`config.mk`:
```
export PLATFORM = sky130hd
export DESIGN_NAME = exec_stage_flat
export DESIGN_NICKNAME = d
export VERILOG_FILES = /design/src/rtl/exec_stage_if.sv /design/src/rtl/exec_stage.sv /design/src/flat_wrapper.sv
export SDC_FILE = /design/constraint.sdc
export NUM_CORES = 2
export LEC_CHECK = 0
export ABC_AREA = 0
export CAP_MARGIN = 20
export CORE_UTILIZATION = 55
export CTS_BUF_LIST = sky130_fd_sc_hd__clkbuf_4
export DETAILED_ROUTE_END_ITERATION = 10
export GPL_ROUTABILITY_DRIVEN = 1
export HOLD_SLACK_MARGIN = 0.05
export MAX_ROUTING_LAYER = met4
export PLACE_DENSITY_LB_ADDON = 0.12
export SETUP_SLACK_MARGIN = 0.1
export SYNTH_ARGS = -nofsm -noshare
export SYNTH_HDL_FRONTEND = slang
export SYNTH_SLANG_ARGS = --single-unit
```
`constraint.sdc`:
```
create_clock -name clk_i -period 17.6 [get_ports clk_i]
set_input_delay 3.52 -clock clk_i [delete_from_list [all_inputs] [get_ports clk_i]]
set_output_delay 3.52 -clock clk_i [all_outputs]
set_load 0.05 [all_outputs]
```
`src/rtl/exec_stage_if.sv`:
```
// Bundle of the execute-stage inputs from decode and the registered results
// handed to the memory stage; master is the upstream/driver side.
interface exec_stage_if;
    logic        regDst_i;
    logic        aluSrc_i;
    logic [1:0]  aluOp_i;
    logic        branch_i;
    logic        memToRead_i;
    logic        memToWrite_i;
    logic        memToReg_i;
    logic        regWrite_i;
    logic [31:0] nextInstrAddr_i;
    logic [31:0] rsData_i;
    logic [31:0] rtData_i;
    logic [31:0] signExtend_i;
    logic [4:0]  rtAddr_i;
    logic [4:0]  rdAddr_i;
    logic [5:0]  funct_i;
    logic        flush_i;
    logic        stall_o;
    logic        branchTaken_o;
    logic [31:0] branchTarget_o;
    logic [31:0] aluResult_o;
    logic [31:0] rtData_o;
    logic [4:0]  writeAddr_o;
    logic        memToRead_o;
    logic        memToWrite_o;
    logic        memToReg_o;
    logic        regWrite_o;

    modport master (
        output regDst_i, aluSrc_i, aluOp_i, branch_i, memToRead_i, memToWrite_i,
               memToReg_i, regWrite_i, nextInstrAddr_i, rsData_i, rtData_i,
               signExtend_i, rtAddr_i, rdAddr_i, funct_i, flush_i,
        input  stall_o, branchTaken_o, branchTarget_o, aluResult_o, rtData_o,
               writeAddr_o, memToRead_o, memToWrite_o, memToReg_o, regWrite_o
    );

    modport slave (
        input  regDst_i, aluSrc_i, aluOp_i, branch_i, memToRead_i, memToWrite_i,
               memToReg_i, regWrite_i, nextInstrAddr_i, rsData_i, rtData_i,
               signExtend_i, rtAddr_i, rdAddr_i, funct_i, flush_i,
        output stall_o, branchTaken_o, branchTarget_o, aluResult_o, rtData_o,
               writeAddr_o, memToRead_o, memToWrite_o, memToReg_o, regWrite_o
    );
endinterface

```
`src/rtl/exec_stage.sv`:
```
// Execute stage: ALU, beq resolution, and an iterative 32-cycle mult/div unit
// feeding HI/LO; results land in a pipeline register toward the memory stage.
module exec_stage (
    input  logic clk_i,
    input  logic rst_n_i,
    exec_stage_if.slave bus
);
    // state | meaning
    // IDLE  | no mult/div in flight; a mult/div funct launches
    // BUSY  | one shift-add / restoring-divide iteration per cycle
    // DONE  | HI/LO written; held instruction leaves as a bubble
    typedef enum logic [1:0] {ST_IDLE, ST_BUSY, ST_DONE} state_t;

    localparam logic [5:0] F_MULT = 6'h18, F_MULTU = 6'h19, F_DIV = 6'h1A, F_DIVU = 6'h1B;

    state_t      state_q, state_d;
    logic [4:0]  cnt_q, cnt_d;
    logic [63:0] work_q, work_d;
    logic [31:0] mc_q, mc_d, a_raw_q, a_raw_d, b_raw_q, b_raw_d;
    logic        is_div_q, is_div_d, is_signed_q, is_signed_d;
    logic [31:0] hi_q, hi_d, lo_q, lo_d;

    logic [31:0] alu_q, alu_d, tgt_q, tgt_d, rtd_q, rtd_d;
    logic [4:0]  wa_q, wa_d;
    logic        bt_q, bt_d, mr_q, mr_d, mw_q, mw_d, m2r_q, m2r_d, rw_q, rw_d;

    logic [31:0] op_b, alu_res, br_diff, rs_mag, rt_mag;
    logic [4:0]  shamt;
    logic        is_muldiv, launch_signed, stall, bubble;
    logic [32:0] mul_sum, div_shift, div_trial;
    logic [63:0] step, prod;
    logic        a_neg, b_neg;

    always_comb begin
        op_b    = bus.aluSrc_i ? bus.signExtend_i : bus.rtData_i;
        shamt   = bus.signExtend_i[10:6];
        alu_res = '0;
        unique case (bus.aluOp_i)
            2'b00: alu_res = bus.rsData_i + op_b;
            2'b01: alu_res = bus.rsData_i - op_b;
            2'b11: alu_res = bus.rsData_i | op_b;
            2'b10: begin
                case (bus.funct_i)
                    6'h20, 6'h21: alu_res = bus.rsData_i + op_b;
                    6'h22, 6'h23: alu_res = bus.rsData_i - op_b;
                    6'h24: alu_res = bus.rsData_i & op_b;
                    6'h25: alu_res = bus.rsData_i | op_b;
                    6'h26: alu_res = bus.rsData_i ^ op_b;
                    6'h27: alu_res = ~(bus.rsData_i | op_b);
                    6'h2A: alu_res = {31'd0, $signed(bus.rsData_i) < $signed(op_b)};
                    6'h2B: alu_res = {31'd0, bus.rsData_i < op_b};
                    6'h00: alu_res = bus.rtData_i << shamt;
                    6'h02: alu_res = bus.rtData_i >> shamt;
                    6'h03: alu_res = $signed(bus.rtData_i) >>> shamt;
                    6'h10: alu_res = hi_q;
                    6'h12: alu_res = lo_q;
                    default: alu_res = '0;
                endcase
            end
        endcase
        br_diff = bus.rsData_i - op_b;
    end

    // Unsigned iteration cores; operand signs are reapplied when the last step lands.
    always_comb begin
        mul_sum   = {1'b0, work_q[63:32]} + (work_q[0] ? {1'b0, mc_q} : 33'd0);
        div_shift = {work_q[63:32], work_q[31]};
        div_trial = div_shift - {1'b0, mc_q};
        step      = is_div_q
                  ? {div_trial[32] ? div_shift[31:0] : div_trial[31:0], work_q[30:0], ~div_trial[32]}
                  : {mul_sum, work_q[31:1]};
        a_neg     = is_signed_q & a_raw_q[31];
        b_neg     = is_signed_q & b_raw_q[31];
        prod      = (a_neg ^ b_neg) ? -step : step;
    end

    always_comb begin
        is_muldiv     = (bus.aluOp_i == 2'b10) &&
                        (bus.funct_i inside {F_MULT, F_MULTU, F_DIV, F_DIVU});
        launch_signed = (bus.funct_i == F_MULT) || (bus.funct_i == F_DIV);
        rs_mag        = (launch_signed && bus.rsData_i[31]) ? -bus.rsData_i : bus.rsData_i;
        rt_mag        = (launch_signed && bus.rtData_i[31]) ? -bus.rtData_i : bus.rtData_i;

        state_d     = state_q;
        cnt_d       = cnt_q;
        work_d      = work_q;
        mc_d        = mc_q;
        a_raw_d     = a_raw_q;
        b_raw_d     = b_raw_q;
        is_div_d    = is_div_q;
        is_signed_d = is_signed_q;
        hi_d        = hi_q;
        lo_d        = lo_q;
        stall       = 1'b0;

        case (state_q)
            ST_IDLE: begin
                if (is_muldiv && !bus.flush_i) begin
                    stall       = 1'b1;
                    state_d     = ST_BUSY;
                    cnt_d       = '0;
                    is_div_d    = bus.funct_i[1];
                    is_signed_d = launch_signed;
                    a_raw_d     = bus.rsData_i;
                    b_raw_d     = bus.rtData_i;
                    mc_d        = bus.funct_i[1] ? rt_mag : rs_mag;
                    work_d      = {32'd0, bus.funct_i[1] ? rs_mag : rt_mag};
                end
            end
            ST_BUSY: begin
                stall = 1'b1;
                if (bus.flush_i) begin
                    state_d = ST_IDLE;
                end else begin
                    work_d = step;
                    cnt_d  = cnt_q + 5'd1;
                    if (cnt_q == 5'd31) begin
                        state_d = ST_DONE;
                        if (!is_div_q) begin
                            hi_d = prod[63:32];
                            lo_d = prod[31:0];
                        end else if (b_raw_q == 32'd0) begin
                            hi_d = a_raw_q;
                            lo_d = 32'hFFFF_FFFF;
                        end else begin
                            lo_d = (a_neg ^ b_neg) ? -step[31:0] : step[31:0];
                            hi_d = a_neg ? -step[63:32] : step[63:32];
                        end
                    end
                end
            end
            ST_DONE: state_d = ST_IDLE;
            default: state_d = ST_IDLE;
        endcase

        // mult/div instructions never reach memory as real work
        bubble = bus.flush_i | stall | is_muldiv;
        alu_d  = bubble ? '0 : alu_res;
        tgt_d  = bubble ? '0 : bus.nextInstrAddr_i + {bus.signExtend_i[29:0], 2'b00};
        rtd_d  = bubble ? '0 : bus.rtData_i;
        wa_d   = bubble ? '0 : (bus.regDst_i ? bus.rdAddr_i : bus.rtAddr_i);
        bt_d   = !bubble && bus.branch_i && (br_diff == 32'd0);
        mr_d   = !bubble && bus.memToRead_i;
        mw_d   = !bubble && bus.memToWrite_i;
        m2r_d  = !bubble && bus.memToReg_i;
        rw_d   = !bubble && bus.regWrite_i;
    end

    always_ff @(posedge clk_i) begin
        if (!rst_n_i) begin
            state_q <= ST_IDLE;  cnt_q <= '0;  work_q <= '0;  mc_q <= '0;
            a_raw_q <= '0;  b_raw_q <= '0;  is_div_q <= 1'b0;  is_signed_q <= 1'b0;
            hi_q <= '0;  lo_q <= '0;
            alu_q <= '0;  tgt_q <= '0;  rtd_q <= '0;  wa_q <= '0;  bt_q <= 1'b0;
            mr_q <= 1'b0;  mw_q <= 1'b0;  m2r_q <= 1'b0;  rw_q <= 1'b0;
        end else begin
            state_q <= state_d;  cnt_q <= cnt_d;  work_q <= work_d;  mc_q <= mc_d;
            a_raw_q <= a_raw_d;  b_raw_q <= b_raw_d;  is_div_q <= is_div_d;
            is_signed_q <= is_signed_d;  hi_q <= hi_d;  lo_q <= lo_d;
            alu_q <= alu_d;  tgt_q <= tgt_d;  rtd_q <= rtd_d;  wa_q <= wa_d;  bt_q <= bt_d;
            mr_q <= mr_d;  mw_q <= mw_d;  m2r_q <= m2r_d;  rw_q <= rw_d;
        end
    end

    // stall is dropped while reset is asserted so a held mult/div cannot stall a reset cycle
    assign bus.stall_o        = stall & rst_n_i;
    assign bus.branchTaken_o  = bt_q;
    assign bus.branchTarget_o = tgt_q;
    assign bus.aluResult_o    = alu_q;
    assign bus.rtData_o       = rtd_q;
    assign bus.writeAddr_o    = wa_q;
    assign bus.memToRead_o    = mr_q;
    assign bus.memToWrite_o   = mw_q;
    assign bus.memToReg_o     = m2r_q;
    assign bus.regWrite_o     = rw_q;
endmodule

```
`src/flat_wrapper.sv`:
```
// flat-port wrapper written by rule: the top's interface ports become plain ports
module exec_stage_flat 
  (clk_i, rst_n_i, bus_regDst_i, bus_aluSrc_i, bus_aluOp_i, bus_branch_i, bus_memToRead_i, bus_memToWrite_i, bus_memToReg_i, bus_regWrite_i, bus_nextInstrAddr_i, bus_rsData_i, bus_rtData_i, bus_signExtend_i, bus_rtAddr_i, bus_rdAddr_i, bus_funct_i, bus_flush_i, bus_stall_o, bus_branchTaken_o, bus_branchTarget_o, bus_aluResult_o, bus_rtData_o, bus_writeAddr_o, bus_memToRead_o, bus_memToWrite_o, bus_memToReg_o, bus_regWrite_o);
  exec_stage_if bus_i ();
  input  logic clk_i;
  input  logic rst_n_i;
  input wire logic [$bits(bus_i.regDst_i)-1:0] bus_regDst_i;
  input wire logic [$bits(bus_i.aluSrc_i)-1:0] bus_aluSrc_i;
  input wire logic [$bits(bus_i.aluOp_i)-1:0] bus_aluOp_i;
  input wire logic [$bits(bus_i.branch_i)-1:0] bus_branch_i;
  input wire logic [$bits(bus_i.memToRead_i)-1:0] bus_memToRead_i;
  input wire logic [$bits(bus_i.memToWrite_i)-1:0] bus_memToWrite_i;
  input wire logic [$bits(bus_i.memToReg_i)-1:0] bus_memToReg_i;
  input wire logic [$bits(bus_i.regWrite_i)-1:0] bus_regWrite_i;
  input wire logic [$bits(bus_i.nextInstrAddr_i)-1:0] bus_nextInstrAddr_i;
  input wire logic [$bits(bus_i.rsData_i)-1:0] bus_rsData_i;
  input wire logic [$bits(bus_i.rtData_i)-1:0] bus_rtData_i;
  input wire logic [$bits(bus_i.signExtend_i)-1:0] bus_signExtend_i;
  input wire logic [$bits(bus_i.rtAddr_i)-1:0] bus_rtAddr_i;
  input wire logic [$bits(bus_i.rdAddr_i)-1:0] bus_rdAddr_i;
  input wire logic [$bits(bus_i.funct_i)-1:0] bus_funct_i;
  input wire logic [$bits(bus_i.flush_i)-1:0] bus_flush_i;
  output wire logic [$bits(bus_i.stall_o)-1:0] bus_stall_o;
  output wire logic [$bits(bus_i.branchTaken_o)-1:0] bus_branchTaken_o;
  output wire logic [$bits(bus_i.branchTarget_o)-1:0] bus_branchTarget_o;
  output wire logic [$bits(bus_i.aluResult_o)-1:0] bus_aluResult_o;
  output wire logic [$bits(bus_i.rtData_o)-1:0] bus_rtData_o;
  output wire logic [$bits(bus_i.writeAddr_o)-1:0] bus_writeAddr_o;
  output wire logic [$bits(bus_i.memToRead_o)-1:0] bus_memToRead_o;
  output wire logic [$bits(bus_i.memToWrite_o)-1:0] bus_memToWrite_o;
  output wire logic [$bits(bus_i.memToReg_o)-1:0] bus_memToReg_o;
  output wire logic [$bits(bus_i.regWrite_o)-1:0] bus_regWrite_o;
  assign bus_i.regDst_i = bus_regDst_i;
  assign bus_i.aluSrc_i = bus_aluSrc_i;
  assign bus_i.aluOp_i = bus_aluOp_i;
  assign bus_i.branch_i = bus_branch_i;
  assign bus_i.memToRead_i = bus_memToRead_i;
  assign bus_i.memToWrite_i = bus_memToWrite_i;
  assign bus_i.memToReg_i = bus_memToReg_i;
  assign bus_i.regWrite_i = bus_regWrite_i;
  assign bus_i.nextInstrAddr_i = bus_nextInstrAddr_i;
  assign bus_i.rsData_i = bus_rsData_i;
  assign bus_i.rtData_i = bus_rtData_i;
  assign bus_i.signExtend_i = bus_signExtend_i;
  assign bus_i.rtAddr_i = bus_rtAddr_i;
  assign bus_i.rdAddr_i = bus_rdAddr_i;
  assign bus_i.funct_i = bus_funct_i;
  assign bus_i.flush_i = bus_flush_i;
  assign bus_stall_o = bus_i.stall_o;
  assign bus_branchTaken_o = bus_i.branchTaken_o;
  assign bus_branchTarget_o = bus_i.branchTarget_o;
  assign bus_aluResult_o = bus_i.aluResult_o;
  assign bus_rtData_o = bus_i.rtData_o;
  assign bus_writeAddr_o = bus_i.writeAddr_o;
  assign bus_memToRead_o = bus_i.memToRead_o;
  assign bus_memToWrite_o = bus_i.memToWrite_o;
  assign bus_memToReg_o = bus_i.memToReg_o;
  assign bus_regWrite_o = bus_i.regWrite_o;
  exec_stage u_core (.clk_i(clk_i), .rst_n_i(rst_n_i), .bus(bus_i));
endmodule
```
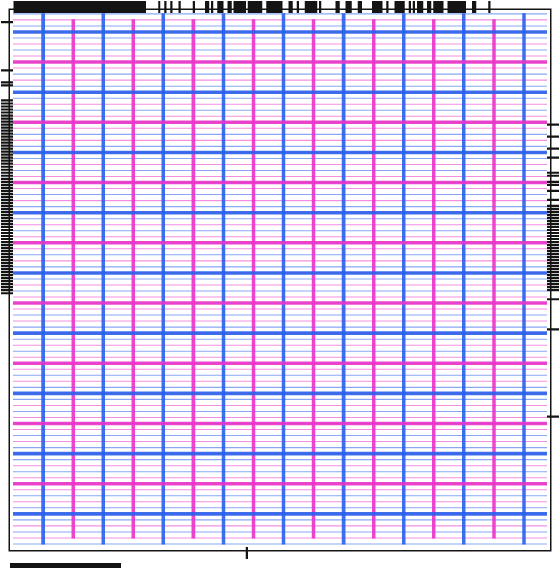
*Floorplan with the power grid*
Scale bar: 50 um. Pins as bars on the die edge.
| net | colour |
|---|---|
| VDD | magenta |
| VSS | blue |
rows: 88
met5 straps: 17
signal pins: 263
Peak VDD IR: 71.2 uV
Chip Height: 244 um

==> CHANGELOG.md <==
## Flow update

* Pin count of the biggest net entering global routing at between 100 and 150
* Commonest Layout Cell: nand2_1
* Clock power frac at 0.322
* GRT Total Usage at 0.461
* Final Max Slew Viols at 0
* CTS root buf: clkbuf_4
* Stages on worst setup path at 8
* Cells after Synth at 4453
* Crit-path most repeated cell: clkdlybuf4s50_1
* Detailed route wirelength on metal3 at 18.1 mm
* Die area at 59500 um2
* Resize count post-CTS at 0
* Top Layout Cells: nand2_1, nor2_1, a21oi_1
* Critical Path, Cell by Cell: clkdlybuf4s50_1 -> buf_4 -> inv_1 -> nor2_1 -> nand4_1 -> or3_1 -> a21oi_1 -> clkdlybuf4s50_1
* P_clk at 716 uW
* XORs/XNORs by Area at 0.0741
* Final Wtd Congestion at 1.06
* Main logic family: AND-OR/OR-AND gates
* Top cell area share at 0.211
* Place WS at 7250 ps
* Combinational power share at 0.322
* Net Switching at 861 uW
* Max-cap viol count at 0
* Int Pwr at 1.36 mW
* Final setup violation count at 0
* Met1 GRT Util at 0.634
* Syn nets at 4826
* Worst setup path start: bus_aluOp_i[1]
* MUX share of area at 0.0727
* Layout cell share with drive strength beyond 1 at 0.0665
* Finished Layout Cells at 5403
* Drt first pass iters at 7
* Final Routed Wirelength at 139 mm
* Adder-Cell Fraction of Synth Area at 0.0856
* R2r endpoint: u_core.hi_q[16]
* Required @ worst endpoint at roughly 14000 ps
* Synth area leader: dfxtp_1
* Buf+Inv Stages, Crit Path at 4
* Fin Setup TNS at 0 ps
* Layout Nets at 4933
* #FFs+latches synth at 339
* Initial antenna violation count at 6
* GRT met2 Usage at 0.627
* CTS buffer count at 93
* Stage-log warning count at 110
* Worst R2R Setup Slack at between 9000 and 10000 ps
* Post-Synth AOI/OAI Area at 0.285
* Fin crit share at 0.595
* CTS clk-pin slew, worst paths at 60 ps
* DRC Markers at 0
* Fill cells at 5447
* Yosys warns at 0
* Setup bufs post-CTS at 0
* Ports at 263
* Vias at 35900
* Simple-gate portion of the synthesized area at 0.211
* Hold path depth at 2
* Top power group: registers
* Power Density at 61.4 nW/um2
* H-tree levels at 3
* Ys cells at 4453
* Leak pwr at 14.5 nW
* Reg2Reg Launch Point: u_core.work_q[31]
* P&R area growth vs syn at 12.5%
* Max_slew headroom at 0.104
* First-pass GRT wire length at 202 mm
* Met3 GRT Util at 0.119
* Placed wire-length estimate at 105 mm
* Number of global-route vias before repair at 31900
* Worst path slowest cell: clkdlybuf4s50_1
* Reg2Reg Depth at 25
* Unrepaired setup endpoints after global routing: no
* Critical path endpoint: bus_stall_o
* WP data arrival at 6940 ps
* Clock skew at 74.5 ps
* Number of enable flip-flop cells at 0
* Initial core utilization at 0.557
* Late-Pin Clk Latency at around 940 ps
* Placed instance count at 5229
* Hold_sp: u_core.hi_q[3]
* CP delay by family, top: buffers and inverters
* Minimum clock period at 10460 ps
* Area of the core at 57700 um2
* Worst Hold End: u_core.hi_q[3]
* Area of the mapped netlist at 32200 um2
* Hold_buf cts at 0
* Routed WL per cell at approximately 26 um
* Port bufs at 262
* Top cells, area: dfxtp_1, ha_1, a21oi_1, mux2i_1, nand2_1
* Drt via density at approximately 6.6
* Starting DRT DRC Count at 5091
* Met2 Wirelength at 55.5 mm
* Sequential power at 789 uW
* Peak Freq at 95.6 MHz
* Status: complete, no violations
* Hold_ws at 455 ps
* Global route overflow at 0
* Unique cell types at 106
* Crit end category: output pin
* Routed Antenna Nets at 0
* Hold Path Class: reg2reg
* Clock sink count at roughly 340
* Max Root-Sink Buffers at 3
* Slew @ Worst Pin at 1330 ps
* Met1 wire length at about 58 mm
* Most Crowded Layer GR: met1
* Reg power frac at 0.355
* Top sig layer: met4
* Switching share of power at 0.387
* Logic cell area at approximately 23000 um2
* Top FF cell, synth: dfxtp_1
* Seq share, synth at 0.211
* CP max stage delay at just under 900 ps
* Crit path kind: in2out
* Ys async rst share at 0
* CTS tree: done
* Placed Area at 35000 um2
* Yosys stat area at 32200 um2
* Die Span X at 244 um
* Total power at between 2 and 2.5 mW
* Critical path fanouts, max at 34
* P_comb at ~720 uW
* Setup ws final at 7140 ps
* Final tally of hold violations at 0
* Avg Synthesized Cell Area at 7.22 um2
* FF/Latch Area at 6790 um2
* Critical Path Source Type: input pin
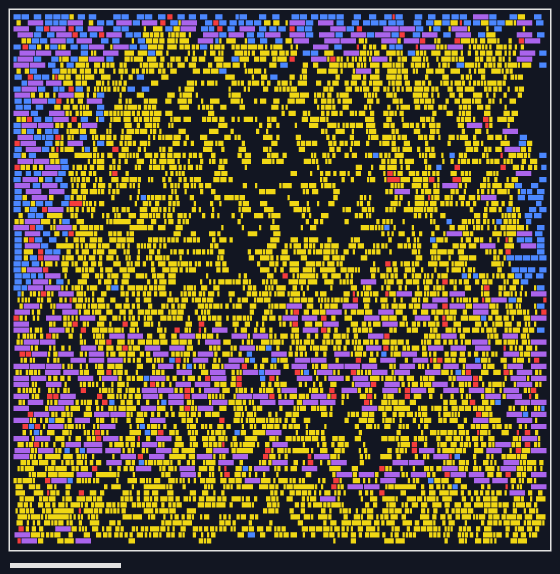
*Cells coloured by class*
Scale bar: 50 um.
| class | colour | cells |
|---|---|---|
| clock drivers and dummy loads | red | 164 |
| flops | purple | 339 |
| other buffers and delay cells | blue | 326 |
| combinational and other logic | yellow | 3800 |
row count: 88
design area: 36200 um2
Final Util: 0.627
flop share of the area: 0.188

==> worst register-to-register path, cell delays in order (launching register included) <==
cell	delay [ps]
dfxtp_1	580
inv_1	130
ha_1	250
fa_1	420
nor2b_1	230
o31ai_2	130
a211oi_2	420
a41oi_4	290
a2111oi_4	570
o21a_2	490
nor3_1	150
nor2_1	290
ha_1	260
nand2_1	70
or3_1	370
nor2_1	270
nand2_1	270
nor2_1	370
nand3_1	270
nor2_1	380
inv_1	270
nor4_1	380
a21oi_1	160
xnor2_1	200
nor3_1	70
o31a_1	310
==> Yosys cell counts, drive strengths merged, types with 22 or more instances <==
library cell and n:
nand2b 57, a221oi 27, buf 63, dfxtp 339, nand3 58, nor4 37, nor3 94, a21o 50
o21ai 332, a21oi 447, and2 91, inv 193, o31ai 30, nor2 468, nand4 39, clkbuf 251
mux2i 209, xor2 96, o21a 28, o211ai 83, a211oi 85, or3 27, ha 212, o221ai 27
nor2b 22, o21bai 22, xnor2 176, a31oi 65, o22ai 45, nand2 494, and3 34, a311oi 25
==> flip-flops by register name (all words and copies together), names as in the netlist, 5 cells and up <==
signal / cells
u_core.hi_q: 32
u_core.b_raw_q: 32
u_core.bus.aluResult_o: 32
u_core.bus.branchTarget_o: 32
u_core.a_raw_q: 32
u_core.work_q: 64
u_core.bus.rtData_o: 32
u_core.cnt_q: 5
u_core.bus.writeAddr_o: 5
u_core.mc_q: 32
u_core.lo_q: 32
==> layout make-up <==
| class | count | share of cell area |
|---|---|---|
| Tap cell | 765 | 0.0264 |
| Multi-Input combinational cell | 3604 | 0.648 |
| Antenna cell | 9 | 0.000622 |
| Timing Repair Buffer | 326 | 0.0851 |
| Inverter | 196 | 0.0204 |
| Sequential cell | 339 | 0.188 |
| Clock inverter | 38 | 0.00550 |
| Clock buffer | 126 | 0.0261 |
Power figures rest on the tool's default switching activity, not on a simulated workload.
